Figure 1. Supply network.
Bar = 100 um. Pins as bars on the die edge.
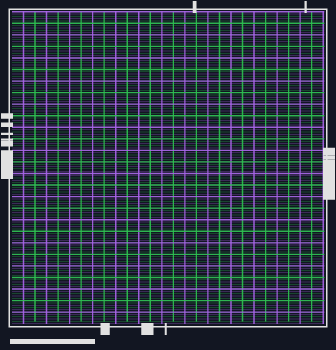
Figure 2. Clock wiring as the flow saved it.
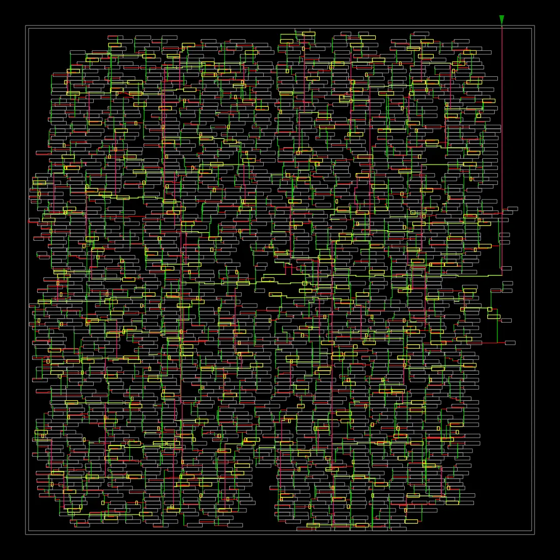
Figure 3. Routed metal, one colour a layer.
Bar = 100 um.
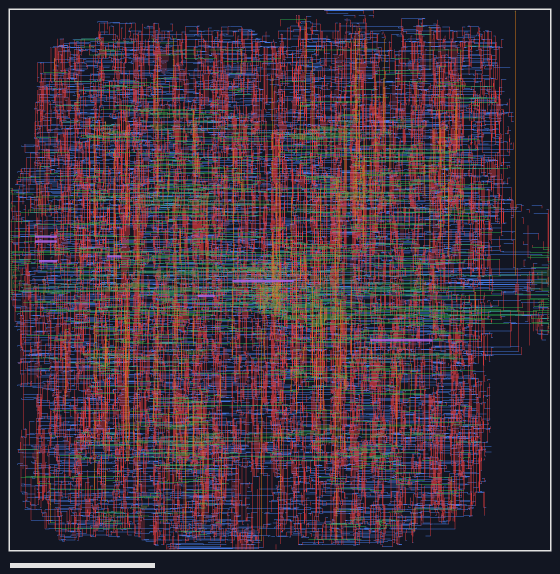
Figure 4. Placement by cell class.
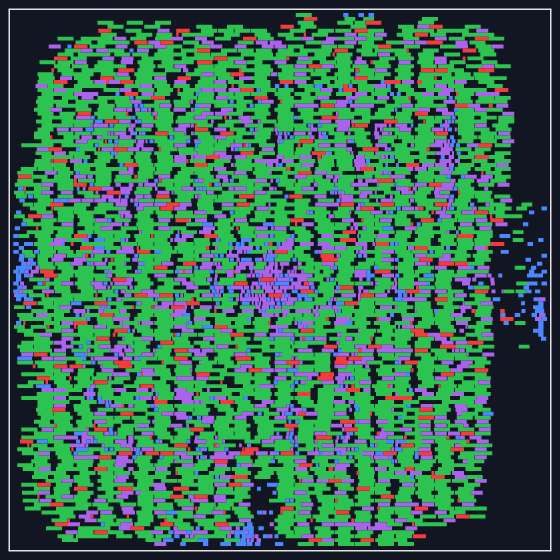
## src/rtl/data_memory_ctrl_if.sv

```systemverilog
// Request/response bus for data_memory_ctrl: one request per cycle, one
// registered response pulse per accepted request.
interface data_memory_ctrl_if #(
    parameter int DATA_WIDTH = 32,
    parameter int ADDR_WIDTH = 32
);
    logic                      req_i;
    logic                      we_i;
    logic [ADDR_WIDTH-1:0]     addr_i;
    logic [DATA_WIDTH-1:0]     wdata_i;
    logic [DATA_WIDTH/8-1:0]   be_i;
    logic                      ready_o;
    logic                      rvalid_o;
    logic [DATA_WIDTH-1:0]     rdata_o;
    logic                      err_o;
    logic                      busy_o;

    modport master (
        output req_i, we_i, addr_i, wdata_i, be_i,
        input  ready_o, rvalid_o, rdata_o, err_o, busy_o
    );

    modport slave (
        input  req_i, we_i, addr_i, wdata_i, be_i,
        output ready_o, rvalid_o, rdata_o, err_o, busy_o
    );
endinterface

```

## src/rtl/data_memory_ctrl.sv

```systemverilog
// Word-organised data memory with byte-lane writes, latency-1 reads,
// illegal-access error responses and a self-clear sequence after reset.
module data_memory_ctrl #(
    parameter int DATA_WIDTH   = 32,
    parameter int ADDR_WIDTH   = 32,
    parameter int MEMORY_DEPTH = 64
) (
    input  logic                  clk,
    input  logic                  reset,
    data_memory_ctrl_if.slave     bus
);
    localparam int BYTES = DATA_WIDTH / 8;
    localparam int OFFS  = $clog2(BYTES);
    localparam int IDX_W = $clog2(MEMORY_DEPTH);

    localparam logic [ADDR_WIDTH-1:0] OFFS_MASK = ADDR_WIDTH'(BYTES - 1);
    localparam logic [IDX_W-1:0]      LAST_IDX  = IDX_W'(MEMORY_DEPTH - 1);

    localparam logic [0:0] ST_CLEAR = 1'b0;
    localparam logic [0:0] ST_IDLE  = 1'b1;

    logic [0:0]            state;
    logic [IDX_W-1:0]      clr_cnt;
    logic [DATA_WIDTH-1:0] mem [MEMORY_DEPTH];

    logic                  rvalid_q;
    logic                  err_q;
    logic [DATA_WIDTH-1:0] rdata_q;

    logic [ADDR_WIDTH-1:0] word_addr;
    logic [IDX_W-1:0]      word_idx;
    logic                  aligned;
    logic                  in_range;
    logic                  legal;
    logic                  accept;
    logic                  wr_acc;
    logic                  rd_acc;

    // Address decode: legality is judged on the full address before the
    // index is truncated, so out-of-range addresses never alias low words.
    always_comb begin
        word_addr = bus.addr_i >> OFFS;
        word_idx  = word_addr[IDX_W-1:0];
        aligned   = (bus.addr_i & OFFS_MASK) == '0;
        in_range  = (word_addr >> IDX_W) == '0;
        legal     = aligned && in_range;
        accept    = (state == ST_IDLE) && bus.req_i && !reset;
        wr_acc    = accept && legal && bus.we_i;
        rd_acc    = accept && legal && !bus.we_i;
    end

    // Clear sequencer: walk every word once, then open the bus.
    always_ff @(posedge clk) begin
        if (reset) begin
            state   <= ST_CLEAR;
            clr_cnt <= '0;
        end else if (state == ST_CLEAR) begin
            clr_cnt <= clr_cnt + IDX_W'(1);
            if (clr_cnt == LAST_IDX) begin
                state <= ST_IDLE;
            end
        end
    end

    // Storage: zero one word per clear cycle, otherwise apply byte-lane writes.
    always_ff @(posedge clk) begin
        if (!reset) begin
            if (state == ST_CLEAR) begin
                mem[clr_cnt] <= '0;
            end else if (wr_acc) begin
                for (int unsigned k = 0; k < BYTES; k++) begin
                    if (bus.be_i[k]) begin
                        mem[word_idx][8*k +: 8] <= bus.wdata_i[8*k +: 8];
                    end
                end
            end
        end
    end

    // Response register: one pulse per accepted request, data only for legal reads.
    always_ff @(posedge clk) begin
        if (reset) begin
            rvalid_q <= 1'b0;
            err_q    <= 1'b0;
            rdata_q  <= '0;
        end else begin
            rvalid_q <= accept;
            err_q    <= accept && !legal;
            rdata_q  <= rd_acc ? mem[word_idx] : '0;
        end
    end

    assign bus.ready_o  = (state == ST_IDLE);
    assign bus.busy_o   = (state == ST_CLEAR);
    assign bus.rvalid_o = rvalid_q;
    assign bus.err_o    = err_q;
    assign bus.rdata_o  = rdata_q;
endmodule

```

## src/flat_wrapper.sv

```systemverilog
// flat-port wrapper written by rule: the top's interface ports become plain ports
module data_memory_ctrl_flat 
#(
    parameter int DATA_WIDTH   = 32,
    parameter int ADDR_WIDTH   = 32,
    parameter int MEMORY_DEPTH = 64
)
  (clk, reset, bus_req_i, bus_we_i, bus_addr_i, bus_wdata_i, bus_be_i, bus_ready_o, bus_rvalid_o, bus_rdata_o, bus_err_o, bus_busy_o);
  data_memory_ctrl_if #(.DATA_WIDTH(DATA_WIDTH), .ADDR_WIDTH(ADDR_WIDTH)) bus_i ();
  input  logic clk;
  input  logic reset;
  input wire logic [$bits(bus_i.req_i)-1:0] bus_req_i;
  input wire logic [$bits(bus_i.we_i)-1:0] bus_we_i;
  input wire logic [$bits(bus_i.addr_i)-1:0] bus_addr_i;
  input wire logic [$bits(bus_i.wdata_i)-1:0] bus_wdata_i;
  input wire logic [$bits(bus_i.be_i)-1:0] bus_be_i;
  output wire logic [$bits(bus_i.ready_o)-1:0] bus_ready_o;
  output wire logic [$bits(bus_i.rvalid_o)-1:0] bus_rvalid_o;
  output wire logic [$bits(bus_i.rdata_o)-1:0] bus_rdata_o;
  output wire logic [$bits(bus_i.err_o)-1:0] bus_err_o;
  output wire logic [$bits(bus_i.busy_o)-1:0] bus_busy_o;
  assign bus_i.req_i = bus_req_i;
  assign bus_i.we_i = bus_we_i;
  assign bus_i.addr_i = bus_addr_i;
  assign bus_i.wdata_i = bus_wdata_i;
  assign bus_i.be_i = bus_be_i;
  assign bus_ready_o = bus_i.ready_o;
  assign bus_rvalid_o = bus_i.rvalid_o;
  assign bus_rdata_o = bus_i.rdata_o;
  assign bus_err_o = bus_i.err_o;
  assign bus_busy_o = bus_i.busy_o;
  data_memory_ctrl #(.DATA_WIDTH(DATA_WIDTH), .ADDR_WIDTH(ADDR_WIDTH), .MEMORY_DEPTH(MEMORY_DEPTH)) u_core (.clk(clk), .reset(reset), .bus(bus_i));
endmodule
```

## config.mk

```make
export PLATFORM = sky130hd
export DESIGN_NAME = data_memory_ctrl_flat
export DESIGN_NICKNAME = d
export VERILOG_FILES = /design/src/rtl/data_memory_ctrl_if.sv /design/src/rtl/data_memory_ctrl.sv /design/src/flat_wrapper.sv
export SDC_FILE = /design/constraint.sdc
export NUM_CORES = 2
export LEC_CHECK = 0
export CAP_MARGIN = 30
export CORE_MARGIN = 2
export CORE_UTILIZATION = 60
export DETAILED_ROUTE_END_ITERATION = 16
export PLACE_DENSITY = 0.77
export SYNTH_ARGS = -nofsm -noshare
export SYNTH_HDL_FRONTEND = slang
export SYNTH_SLANG_ARGS = --single-unit
```

## constraint.sdc

```tcl
create_clock -name clk -period 7.4 [get_ports clk]
set_input_delay 2.22 -clock clk [delete_from_list [all_inputs] [get_ports clk]]
set_output_delay 2.22 -clock clk [all_outputs]
set_load 0.01 [all_outputs]
```

==> results.txt <==
fresh numbers from the pnr run: drt first pass iters 9, Final Hold Violation Tally 0, Pint 18.8 mW, gate count of the mapped netlist 3596, most frequent cells in the layout edfxtp_1 (2048), mux4_2 (611), buf_4 (320), met3 WL post-DR 23200 um, Plain + repair buffers 484, combinational share of power 3.4%, number of clock-tree buffers in the layout 242, clock-pin transition on the worst setup and hold timing paths 0.06 ns, Worst Path Required 7.95 ns, synthesized cell area 81200 um2, clock skew 0.0413 ns, Setup Crit Path Kind in -> reg, Power Density 254 nW/um2, Worst path slowest cell or4_1, fin nets 4115, clock sinks 2089, area fraction in mux cells 17.9%, synth unique cells 56, status completed, CP dominant cell by count buf_4, worst-path fanout max 38, OpenROAD warning count 36, yosys adder share 0.0154%, setup tns final 0 ns, Top Metal Used met5, async set-reset flop share out of synthesis 0%, Synth Seq Share 76.7%, #FFs+latches synth 2089, relative slew slack 27.0%, Critical Path Sink u_core.mem[30][12], critical path depth 7, Vias/cell 6.81, global-route wire length before repair 288000 um, io pins 108, Gate Area 17800 um2, post_cts resized 0, Yosys Chip Area 81200 um2, Sequential Power Share 54.3%, XOR/XNOR Area Share 0.0323%, buffer and inverter count on the worst path 3, FF-to-FF End u_core.mem[20][21], logic share of the area 19.1%, CTS tree yes, R2R depth 6, Leading cell kind sequential cells, P&R area growth vs syn 14.5%, Mapped Avg Cell Area 22.6 um2, # Max-Cap Violations 0, antenna cells 2, switching power 4.80 mW, placed inst area 86500 um2, Worst path max stage delay 0.77 ns, Leading power group registers, critical path launch point type input pin, initial antenna violation count 18
Notes on Figure 1 above:
VSS: drawn in purple. VDD: drawn in green.
108 signal pins sit on the boundary. 27 straps on met5. The core has 135 rows. 27 straps on met4. 136 met1 rails follow the rows.
worst ir drop on vdd: 286 uV
die width: 372 um
area of the core: 135000 um2

Notes on Figure 2 above:
Flops: 2089
total CTS buffers: 198
Latency at later pin: 0.85 ns

Notes on Figure 3 above:
M5: drawn in purple, wire length 139 um. M3: drawn in green, wire length 23.2 mm. M2: drawn in red, wire length 95.4 mm. M1: drawn in blue, wire length 73.3 mm. M4: drawn in orange, wire length 6920 um.
DR WL/cell: 33.2 um
routed wire length: 199000 um

Notes on Figure 4 above:
remaining logic cells: drawn in purple, cells 1269, share of their area 20%. remaining buffers and delay cells: drawn in blue, cells 484, share of their area 4.6%. clock drivers and dummy loads: drawn in red, cells 370, share of their area 7.0%. sequential cells: drawn in green, cells 2089, share of their area 69%.
final instance area: 93000 um2
Row Count: 135
Seq/total area: 67.0%
end-of-flow core utilization: 68.9%

==> Yosys cell counts, drive strengths merged (2+ instances only) <==
cell type,n
and4,3
nor3,263
inv,28
nor2,41
nand4,6
nand2b,8
a31o,4
edfxtp,2048
o22ai,6
clkbuf,83
a31oi,2
mux2i,63
nor4,9
nand2,24
o221ai,21
dfxtp,41
a22oi,21
mux4,611
buf,155
nor2b,6
o32ai,6
a21oi,15
or3,4
o211ai,2
xnor2,2
mux2,10
nand3,40
o21ai,15
o31ai,2
and2,33
o2111ai,5
and3,7
==> sequential cells by signal, summed over array words and instances, names as in the netlist <==
signal and cells:
u_core.mem 2048, u_core.bus.rdata_o 32, u_core.clr_cnt 6, u_core.bus.err_o 1, u_core.bus.ready_o 1, u_core.bus.rvalid_o 1
Power and IR drop assume default switching activity.
